--- src/rtl/scalar_dump_pkg.sv ---
// Shared definitions for the scalar register-bank dump reader.
// Optional feature macro: SCALAR_DUMP_CHECKSUM_EN (XOR checksum word after the window).
package scalar_dump_pkg;

    localparam int SCALAR_ADDR_W = 4;
    localparam int SCALAR_DATA_W = 32;

    // CSUM is always part of the encoding so both builds share one state type.
    typedef enum logic [2:0] {
        IDLE = 3'd0,
        READ = 3'd1,
        HOLD = 3'd2,
        CSUM = 3'd3,
        DONE = 3'd4
    } dump_state_e;

    // Number of data words in a window; the window wraps from the top register to 0.
    function automatic logic [SCALAR_ADDR_W:0] window_words(
        input logic [SCALAR_ADDR_W-1:0] first,
        input logic [SCALAR_ADDR_W-1:0] last
    );
        logic [SCALAR_ADDR_W-1:0] span;
        span = last - first;
        return {1'b0, span} + {{SCALAR_ADDR_W{1'b0}}, 1'b1};
    endfunction

endpackage

--- src/rtl/scalar_reg_dump.sv ---
// Sequential reader for the scalar register bank: walks rd_addr across a
// programmed window and streams each word out on a valid/ready interface.
// Optional feature macro: SCALAR_DUMP_CHECKSUM_EN appends an XOR checksum word
// (out_addr = last register of the window) before done.
module scalar_reg_dump
    import scalar_dump_pkg::*;
#(
    parameter int ADDR_W = SCALAR_ADDR_W,
    parameter int DATA_W = SCALAR_DATA_W
) (
    input  logic              clk,
    input  logic              rst,
    input  logic              start,
    input  logic [ADDR_W-1:0] first_addr,
    input  logic [ADDR_W-1:0] last_addr,
    output logic              busy,
    output logic              done,
    output logic [ADDR_W-1:0] rd_addr,
    input  logic [DATA_W-1:0] rd_data,
    output logic              out_valid,
    input  logic              out_ready,
    output logic [DATA_W-1:0] out_data,
    output logic [ADDR_W-1:0] out_addr
);

    dump_state_e       state_r;
    dump_state_e       state_nx_s;
    logic [ADDR_W-1:0] cur_r;
    logic [ADDR_W-1:0] last_r;
    logic              out_valid_r;
    logic [DATA_W-1:0] out_data_r;
    logic [ADDR_W-1:0] out_addr_r;
    logic              busy_r;
    logic              done_r;
    logic              hs_s;
    logic              last_word_s;
`ifdef SCALAR_DUMP_CHECKSUM_EN
    logic [DATA_W-1:0] csum_r;
`endif

    assign rd_addr   = cur_r;
    assign out_valid = out_valid_r;
    assign out_data  = out_data_r;
    assign out_addr  = out_addr_r;
    assign busy      = busy_r;
    assign done      = done_r;

    // Next-state decode; a word leaves only on the valid/ready handshake.
    always_comb begin
        hs_s        = out_valid_r & out_ready;
        last_word_s = (cur_r == last_r);
        state_nx_s  = state_r;
        case (state_r)
            IDLE: begin
                if (start) begin
                    state_nx_s = READ;
                end else begin
                    state_nx_s = IDLE;
                end
            end
            READ: begin
                state_nx_s = HOLD;
            end
            HOLD: begin
                if (hs_s && last_word_s) begin
`ifdef SCALAR_DUMP_CHECKSUM_EN
                    state_nx_s = CSUM;
`else
                    state_nx_s = DONE;
`endif
                end else if (hs_s) begin
                    state_nx_s = READ;
                end else begin
                    state_nx_s = HOLD;
                end
            end
            CSUM: begin
`ifdef SCALAR_DUMP_CHECKSUM_EN
                if (hs_s) begin
                    state_nx_s = DONE;
                end else begin
                    state_nx_s = CSUM;
                end
`else
                state_nx_s = IDLE;
`endif
            end
            DONE: begin
                state_nx_s = IDLE;
            end
            default: begin
                state_nx_s = IDLE;
            end
        endcase
    end

    // FSM state register.
    always_ff @(posedge clk or posedge rst) begin
        if (rst) begin
            state_r <= IDLE;
        end else begin
            state_r <= state_nx_s;
        end
    end

    // Window capture on an accepted start and cursor advance after each accepted word.
    always_ff @(posedge clk or posedge rst) begin
        if (rst) begin
            cur_r  <= {ADDR_W{1'b0}};
            last_r <= {ADDR_W{1'b0}};
        end else if (state_r == IDLE && start) begin
            cur_r  <= first_addr;
            last_r <= last_addr;
        end else if (state_r == HOLD && hs_s && !last_word_s) begin
            cur_r  <= cur_r + {{(ADDR_W-1){1'b0}}, 1'b1};
        end
    end

    // Output word register: data is sampled from the bank in READ and held until accepted.
    always_ff @(posedge clk or posedge rst) begin
        if (rst) begin
            out_valid_r <= 1'b0;
            out_data_r  <= {DATA_W{1'b0}};
            out_addr_r  <= {ADDR_W{1'b0}};
        end else begin
            out_valid_r <= (state_nx_s == HOLD) || (state_nx_s == CSUM);
            if (state_r == READ) begin
                out_data_r <= rd_data;
                out_addr_r <= cur_r;
            end
`ifdef SCALAR_DUMP_CHECKSUM_EN
            else if (state_r == HOLD && state_nx_s == CSUM) begin
                // Fold in the word being accepted on this same edge.
                out_data_r <= csum_r ^ out_data_r;
                out_addr_r <= last_r;
            end
`endif
        end
    end

    // Status flags derived from the upcoming state so they line up with it.
    always_ff @(posedge clk or posedge rst) begin
        if (rst) begin
            busy_r <= 1'b0;
            done_r <= 1'b0;
        end else begin
            busy_r <= (state_nx_s != IDLE);
            done_r <= (state_nx_s == DONE);
        end
    end

`ifdef SCALAR_DUMP_CHECKSUM_EN
    // XOR accumulator over accepted data words, cleared when a dump starts.
    always_ff @(posedge clk or posedge rst) begin
        if (rst) begin
            csum_r <= {DATA_W{1'b0}};
        end else if (state_r == IDLE && start) begin
            csum_r <= {DATA_W{1'b0}};
        end else if (state_r == HOLD && hs_s) begin
            csum_r <= csum_r ^ out_data_r;
        end
    end
`endif

endmodule

--- config.mk ---
export PLATFORM = sky130hd
export DESIGN_NAME = scalar_reg_dump
export DESIGN_NICKNAME = d
export VERILOG_FILES = /design/src/rtl/scalar_dump_pkg.sv /design/src/rtl/scalar_reg_dump.sv
export SDC_FILE = /design/constraint.sdc
export NUM_CORES = 1
export LEC_CHECK = 0
export CAP_MARGIN = 30
export CORE_MARGIN = 5
export CORE_UTILIZATION = 39
export CTS_BUF_LIST = sky130_fd_sc_hd__clkbuf_4 sky130_fd_sc_hd__clkbuf_8
export DETAILED_ROUTE_END_ITERATION = 10
export PLACE_DENSITY = 0.9
export SLEW_MARGIN = 20
export SYNTH_ARGS = -nofsm -noshare
export SYNTH_HDL_FRONTEND = slang
export SYNTH_SLANG_ARGS = --single-unit
export TNS_END_PERCENT = 1
--- constraint.sdc ---
create_clock -name clk -period 1.75 [get_ports clk]
set_input_delay 0.2625 -clock clk [delete_from_list [all_inputs] [get_ports clk]]
set_output_delay 0.2625 -clock clk [all_outputs]
set_load 0.02 [all_outputs]
==> images/clocks.png <==
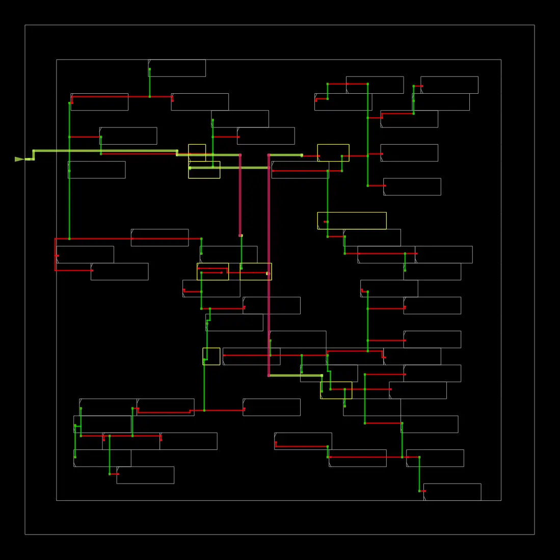
# clk buffers: 5
Sink Count: 50

==> images/wires.png <==
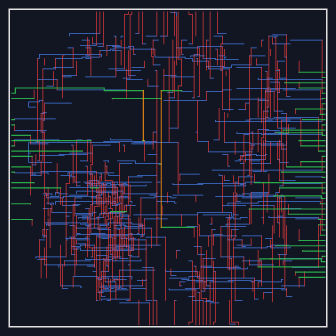
[metal 2] red | wire length: 2250 microns
[metal 4] orange | wire length: 48.3 microns
[metal 1] blue | wire length: 1980 microns
[metal 3] green | wire length: 423 microns

==> images/io_fan.png <==
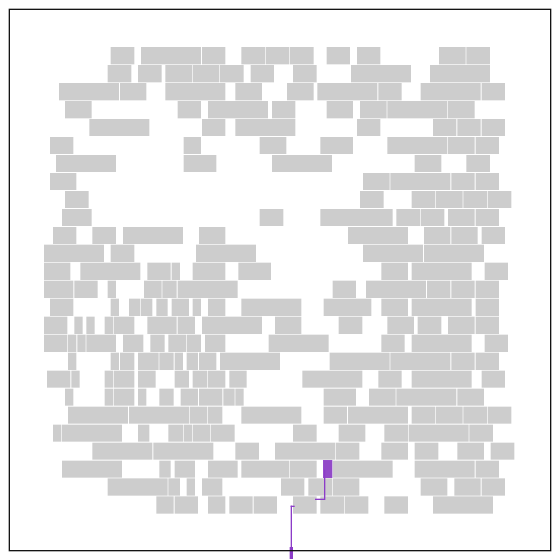
[rst] purple | direction: input | edge: bottom | end cells: 1 | buffers: 1 | wire: 12.6 microns
PortBufs: 86
num ports: 87

[how the worst min path moves through the flow]
stage                                 start  slack [ns]                        to
detailed placement  out_data[0]$_DFFE_PP0P_        0.49   out_data[0]$_DFFE_PP0P_
global placement      last_r[3]$_DFFE_PP0P_        0.48     last_r[3]$_DFFE_PP0P_
global route                            rst        0.35   out_data[6]$_DFFE_PP0P_
finish                                  rst        0.31  out_data[27]$_DFFE_PP0P_
floorplan                      last_addr[0]        0.37     last_r[0]$_DFFE_PP0P_
CTS                                     rst        0.32  out_data[27]$_DFFE_PP0P_
[metrics by stage]
stage                     hold WS (ns)  instances
after CTS                        0.318        317
after global placement           0.479        309
after floorplan                  0.368        148
final                            0.305        317
after detailed placement         0.494        309
after global routing             0.353        317
==> results.tsv <==
metric	value	unit
status	completed	
Clock Skews	0.00505	ns
Area Overhead vs Synth	57.8	%
crit path to	rd_addr[1]	
met2 routed WL	2250	microns
CTS clk-pin slew, worst paths	0.09	ns
Synth area leaders	dfrtp_1, mux2_2, nand2_1, xnor2_1, nor2_1	
Die Span X	81.7	microns
Routed Antenna Nets	0	
Post-CTS Setup Inserts	0	
Top Consumer	combinational logic	
CTS tree	yes	
Worst setup EP type	primary output	
starting DRC count in detailed routing	22	
register area	1250	sq um
met3 Usage GRT	0.0482	
Flop+latch power	2.06	mW
placed cell area	3040	sq um
Synth logic family	multiplexers	
vias in the first global route	1575	
worst slew pin tran	0.500	ns
logic share of the area	0.228	
clk cell area share	0.0360	
yosys cell count	148	
M1 WL	1980	microns
crit share post-route	0.970	
Global Route Usage Sum	0.146	
post-DR vias/cell	4.84	
ant diodes	0	
largest area contributor in the netlist	dfrtp_1	
Synth flops	50	
internal power	3.87	mW
num rows	26	
CP max FO	6	
AND/OR/NAND/NOR Cells, Area Fraction	0.0954	
DR WL/cell	14.8	microns
clock power share	0.134	
Die ar.	6680	sq um
Net Switching	2.15	mW
WP buf/inv	1	
min cycle time layout	1.70	ns
Routed WL	4700	microns
CP startpoint kind	flip-flop	
Power Combinational	3.15	mW
Final Setup Violations	0	
Mapped Area	2010	sq um
Post-CTS Resized	0	
final core occ	0.628	
Initial Utilization	0.398	
Top cells excl fill/tap	clkdlybuf4s50_1, dfrtp_1, mux2_2, nand2_1, buf_4	
routed wl met3	422	microns
max reg flops	32	
#MultiIn Comb	89	
synthesized instance count	148	
number of buffers inserted during clock tree synthesis	5	
drt pass-1 iters	4	
Critical path origin	rd_addr[1]$_DFFE_PP0P_	
Worst EP arrival	1.43	ns
hpwl dp	3650	microns
final instance area	3160	sq um
tool warnings	26	
list of most frequent post-synthesis cells	dfrtp_1, mux2_2, nand2_1	
Max clock buf depth	2	
Power Clock	0.806	mW
first-pass GRT wire length	7470	microns
grt met2 use	0.239	
Post-Synth XOR/XNOR Area	0.0175	
Power Density	1900	nW/um^2
Non-clk bufs	98	
Post-synth ARST share	1.00	
tap cells	70	
Syn. warnings	0	
Dominant Register Cell	dfrtp_1	
setup_tns	0	ns
Seq/Total Area, Yosys	0.624	
flop share of the area	0.395	
Setup WS post-layout	0.0528	ns
mux share	0.207	
Yosys top cell by instances	dfrtp_1	
switch share	0.358	
Highest Signal Layer	met4	
die height	81.7	microns
crit path DRT	1.49	ns
Non-clock buffering overhead	0.311	
Leakage	1.33	nW
Max Clk Rate	589	MHz
Biggest Area Class	registers	
Reg2Reg Setup Slack	0.09	ns
Design Power	6.02	mW
GRT overflow	0	
RSZ-0062 raised after global routing	no	
dominant logic cell type in the layout	clkdlybuf4s50_1	
reg2reg end	rd_addr[3]$_DFFE_PP0P_	
Worst Hold Class	in -> async	
Crit Path Class	reg -> out	
core box area	5040	sq um
adder share	0.00624	
flop count	50	
largest net degree at the start of global routing	37	
post-synth top area share	0.624	
Layout fillers	400	
slowest cell on the critical path	clkdlybuf4s50_1	
Final Hold Vio Count	0	
MI comb area	721	sq um
pins over their slew limit	0	
slowest stage delay, CP	0.66	ns
Post-Synth AOI/OAI Area	0.0306	
Signal inverters	2	
Floorplan Nets	193	
grt met1 use	0.186	
EDFF count, synth	0	
share of layout cells above drive strength 1	0.239	
Power and IR drop assume default switching activity.
